power_grid.png
Pins as bars on the die edge. Tap cells in gray.
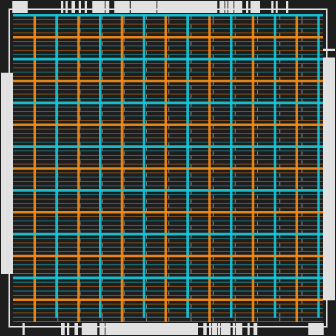
placement_by_type.png
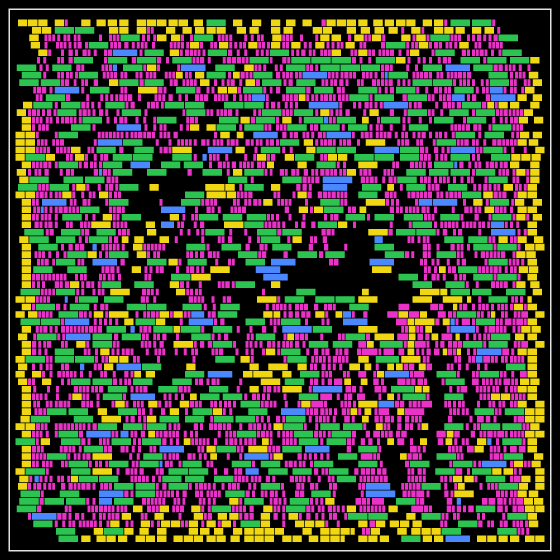
clk_routes.png
Scale bar: 50 um.
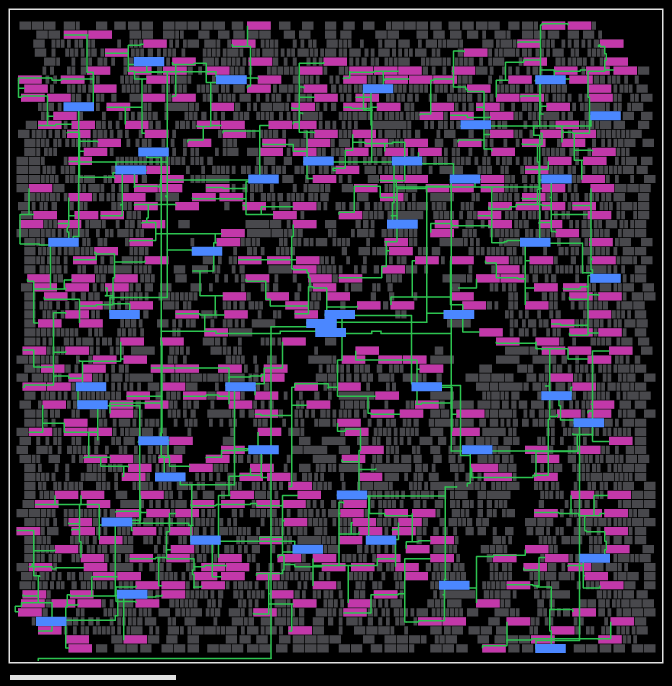
## src/rtl/debug_dump_sequencer.sv

```systemverilog
// Debug read-out sequencer for a halted pipeline. It streams the register file, then a
// data-memory window, then a snapshot of the pipeline latches, one byte at a time, into a TX FIFO.
module debug_dump_sequencer #(
  parameter int NB_REG      = 32,
  parameter int NB_R_INT    = 341,
  parameter int N_REGS      = 32,
  parameter int N_MEM_WORDS = 16,
  parameter int NB_MEM_ADDR = 5
) (
  input  logic                   i_clk,
  input  logic                   i_reset,
  input  logic                   i_start,
  input  logic                   i_abort,
  input  logic [NB_REG-1:0]      i_reg_data,
  input  logic [NB_REG-1:0]      i_mem_data,
  input  logic [NB_R_INT-1:0]    i_latches_data,
  input  logic                   i_tx_full,
  output logic [4:0]             o_reg_addr,
  output logic [NB_MEM_ADDR-1:0] o_mem_addr,
  output logic [7:0]             o_tx_data,
  output logic                   o_tx_wr,
  output logic                   o_busy,
  output logic                   o_done
);

  localparam int WORD_BYTES = NB_REG / 8;
  localparam int LAT_BYTES  = (NB_R_INT + 7) / 8;
  localparam int LAT_W      = LAT_BYTES * 8;
  localparam int NB_CNT     = $clog2(((LAT_BYTES > WORD_BYTES) ? LAT_BYTES : WORD_BYTES) + 1);

  localparam logic [NB_CNT-1:0]      WORD_LAST = NB_CNT'(WORD_BYTES - 1);
  localparam logic [NB_CNT-1:0]      LAT_LAST  = NB_CNT'(LAT_BYTES - 1);
  localparam logic [4:0]             REG_LAST  = 5'(N_REGS - 1);
  localparam logic [NB_MEM_ADDR-1:0] MEM_LAST  = NB_MEM_ADDR'(N_MEM_WORDS - 1);

  typedef enum logic [3:0] {
    IDLE, REG_RD, REG_LD, REG_SEND, MEM_RD, MEM_LD, MEM_SEND, LAT_SEND, DONE
  } state_t;

  state_t              state;
  logic [NB_REG-1:0]   word_buf;
  logic [LAT_W-1:0]    lat_buf;
  logic [NB_CNT-1:0]   byte_cnt;
  logic                word_send;
  logic                in_dump;

  assign word_send = (state == REG_SEND) || (state == MEM_SEND);
  assign in_dump   = (state != IDLE) && (state != DONE);
  assign o_tx_wr   = (word_send || (state == LAT_SEND)) && !i_tx_full;

  // Outgoing byte is always the top byte of the active buffer, so it holds while the FIFO is full.
  always_comb begin
    o_tx_data = 8'd0;
    if (word_send)
      o_tx_data = word_buf[NB_REG-1 -: 8];
    else if (state == LAT_SEND)
      o_tx_data = lat_buf[LAT_W-1 -: 8];
  end

  always_ff @(posedge i_clk) begin
    if (i_reset) begin
      state      <= IDLE;
      word_buf   <= '0;
      lat_buf    <= '0;
      byte_cnt   <= '0;
      o_reg_addr <= '0;
      o_mem_addr <= '0;
      o_busy     <= 1'b0;
      o_done     <= 1'b0;
    end else begin
      o_done <= 1'b0;
      if (in_dump && i_abort) begin
        state      <= IDLE;
        byte_cnt   <= '0;
        o_reg_addr <= '0;
        o_mem_addr <= '0;
        o_busy     <= 1'b0;
      end else begin
        case (state)
          IDLE: begin
            if (i_start) begin
              lat_buf    <= LAT_W'(i_latches_data);
              byte_cnt   <= '0;
              o_reg_addr <= '0;
              o_mem_addr <= '0;
              o_busy     <= 1'b1;
              state      <= REG_RD;
            end
          end
          REG_RD: state <= REG_LD;
          REG_LD: begin
            word_buf <= i_reg_data;
            byte_cnt <= '0;
            state    <= REG_SEND;
          end
          REG_SEND: begin
            if (o_tx_wr) begin
              word_buf <= word_buf << 8;
              if (byte_cnt == WORD_LAST) begin
                byte_cnt <= '0;
                if (o_reg_addr == REG_LAST) begin
                  o_reg_addr <= '0;
                  state      <= MEM_RD;
                end else begin
                  o_reg_addr <= o_reg_addr + 5'd1;
                  state      <= REG_RD;
                end
              end else begin
                byte_cnt <= byte_cnt + NB_CNT'(1);
              end
            end
          end
          MEM_RD: state <= MEM_LD;
          MEM_LD: begin
            word_buf <= i_mem_data;
            byte_cnt <= '0;
            state    <= MEM_SEND;
          end
          MEM_SEND: begin
            if (o_tx_wr) begin
              word_buf <= word_buf << 8;
              if (byte_cnt == WORD_LAST) begin
                byte_cnt <= '0;
                if (o_mem_addr == MEM_LAST) begin
                  o_mem_addr <= '0;
                  state      <= LAT_SEND;
                end else begin
                  o_mem_addr <= o_mem_addr + NB_MEM_ADDR'(1);
                  state      <= MEM_RD;
                end
              end else begin
                byte_cnt <= byte_cnt + NB_CNT'(1);
              end
            end
          end
          LAT_SEND: begin
            if (o_tx_wr) begin
              lat_buf <= lat_buf << 8;
              if (byte_cnt == LAT_LAST) begin
                byte_cnt <= '0;
                o_busy   <= 1'b0;
                o_done   <= 1'b1;
                state    <= DONE;
              end else begin
                byte_cnt <= byte_cnt + NB_CNT'(1);
              end
            end
          end
          DONE:    state <= IDLE;
          default: state <= IDLE;
        endcase
      end
    end
  end

endmodule

```

## config.mk

```make
export PLATFORM = sky130hd
export DESIGN_NAME = debug_dump_sequencer
export DESIGN_NICKNAME = d
export VERILOG_FILES = /design/src/rtl/debug_dump_sequencer.sv
export SDC_FILE = /design/constraint.sdc
export NUM_CORES = 1
export LEC_CHECK = 0
export ABC_AREA = 1
export CAP_MARGIN = 10
export CORE_MARGIN = 1.5
export CORE_UTILIZATION = 51
export DETAILED_ROUTE_END_ITERATION = 16
export PLACE_DENSITY = 0.81
export SLEW_MARGIN = 10
export SYNTH_ARGS = -nofsm -noshare
export SYNTH_HDL_FRONTEND = slang
export SYNTH_SLANG_ARGS = --single-unit
```

## constraint.sdc

```tcl
create_clock -name i_clk -period 2.2 [get_ports i_clk]
set_input_delay 0.33 -clock i_clk [delete_from_list [all_inputs] [get_ports i_clk]]
set_output_delay 0.33 -clock i_clk [all_outputs]
set_load 0.01 [all_outputs]
```

==> summary.txt <==
fresh numbers from the pnr run: DRT iter0 DRCs=1461, detailed placement HPWL=39.5 mm, critical-path cell list=inv_4 -> nor2_4 -> nand2_2 -> nand2_4 -> buf_12 -> buf_6 -> a21oi_2 -> a21oi_1 -> buf_2, FF-to-FF End=lat_buf[74]$_SDFFE_PP0P_, Hold Crit Start=i_latches_data[2], outcome=finished with violations, most frequent logic cell in the layout=nand2_1, post-synthesis cell count=3112, DR DRC count=0, PD cells=1270 nW/um^2, setup violators final=1, row count=70, gr usage total=0.295, IO Port Bufs=430, largest power group=combinational logic, fin crit share=1.01, Critical R2R Launch=state[0]$_SDFFE_PP0P_, CTS tree=yes, final worst slack=-0.0128 ns, failing checks=negative setup slack
-- power_grid.png (at the start) --
color	net
cyan	VDD
orange	VSS
met5 straps	14
tap cells	468
Core Area: 36700 sq um
die width: 196 um
Die Y: 196 um
VDD IR max: 692 uV

-- placement_by_type.png (at the start) --
color	class	cells	share of their area
magenta	combinational and other logic	2503	41%
green	sequential cells	398	32%
blue	clock drivers and dummy loads	80	6.0%
yellow	remaining buffers and delay cells	523	21%
sequential share of cell area: 0.309
fin util: 0.704
post-route cell area: 25900 sq um

-- clk_routes.png (at the start) --
[magenta] flip-flops | count: 398
[blue] clock drivers | count: 44
[green] clock wires | length: 5180 um
flops lie	all over the die
routed clock nets	45
Layout Skew: 0.0202 ns
Clk. pwr: 7710 uW
worst skew pair latency: 0.58 ns
clock power share: 0.235

-- synthesized netlist by cell type --
| cell | number | area, sq um |
|---|---|---|
| or2_2 | 2 | 12.5 |
| nand3_1 | 42 | 210 |
| clkbuf_4 | 1 | 7.51 |
| nand3b_1 | 2 | 15.0 |
| buf_2 | 62 | 310 |
| nor3_1 | 4 | 20.0 |
| nor2_2 | 5 | 31.3 |
| inv_1 | 60 | 225 |
| nand4_1 | 5 | 31.3 |
| xor2_1 | 2 | 17.5 |
| nor2_4 | 1 | 11.3 |
| a22oi_1 | 22 | 165 |
| clkbuf_1 | 137 | 514 |
| a21oi_1 | 44 | 220 |
| nand2_2 | 5 | 31.3 |
| clkinv_1 | 1 | 3.75 |
| a31oi_1 | 8 | 50.1 |
| dfxtp_1 | 398 | 7970 |
| a21oi_2 | 1 | 8.76 |
| o21ai_0 | 312 | 1560 |
| buf_6 | 4 | 45.0 |
| nor3b_1 | 1 | 7.51 |
| nor2_1 | 751 | 2820 |
| buf_4 | 7 | 52.6 |
| o21ai_1 | 49 | 245 |
| ha_1 | 5 | 62.6 |
| inv_2 | 3 | 11.3 |
| o211ai_1 | 1 | 7.51 |
| nand2_1 | 1177 | 4420 |
-- routing by layer --
layer	up-vias	track usage	part of all wire
met5	-	0	0.00063
met4	6	0.150	0.044
met3	165	0.0637	0.075
met2	723	0.489	0.46
met1	9256	0.361	0.42
li1	10400	-	-
-- tightest hold or removal path, delay by kind of cell --
kind | cells | cell delay, ns
buffers and inverters | 1 | 0.40
AND-OR/OR-AND | 1 | 0.06
AND/OR/NAND/NOR | 1 | 0.08
-- sequential cells by signal, summed over array words and instances, names as in the netlist --
register	flops
word_buf	32
lat_buf	344
o_done	1
o_mem_addr	5
state	4
byte_cnt	6
o_busy	1
o_reg_addr	5
-- final cells by class --
type	count	area [sq um]
fillers	3062	10800
multi-input cells	2439	10100
clock buffers	59	1250
well taps	468	586
diodes	21	52.6
clock inverters	21	270
repair buffers	523	5400
inverters	64	253
flip-flops and latches	398	7980
-- cell families after synthesis --
kind of cell,after synthesis,synth area share
AOI/OAI and AO/OA,437,0.118
xor gates and xnor gates,2,0.000918
adders and majority gates,5,0.00328
buffers and inverters,275,0.0613
DFF,398,0.418
and+or+nand+nor,1995,0.399
-- repair_timing --
action,in CTS,in global routing
buffers inserted,7,4
endpoints found under the setup margin,271,43
resized,55,15
endpoints found under the hold margin,0,0
pin swaps,5,6
hold buffers,0,0
-- worst max path at each step --
stage / startpoint / endpoint / slack [ns] / cells after the start
2_1_floorplan: state[2]$_SDFFE_PP0P_ / o_tx_data[1] / 0.31 / 6
3_3_place_gp: i_abort / lat_buf[95]$_SDFFE_PP0P_ / -0.07 / 7
3_5_place_dp: state[3]$_SDFFE_PP0P_ / word_buf[17]$_SDFFE_PP0P_ / -0.10 / 9
4_1_cts: state[1]$_SDFFE_PP0P_ / o_tx_wr / -0.05 / 8
5_1_grt: state[2]$_SDFFE_PP0P_ / o_tx_data[1] / -0.07 / 9
6_report: state[2]$_SDFFE_PP0P_ / o_tx_data[1] / -0.01 / 9
Power and IR drop assume default switching activity.
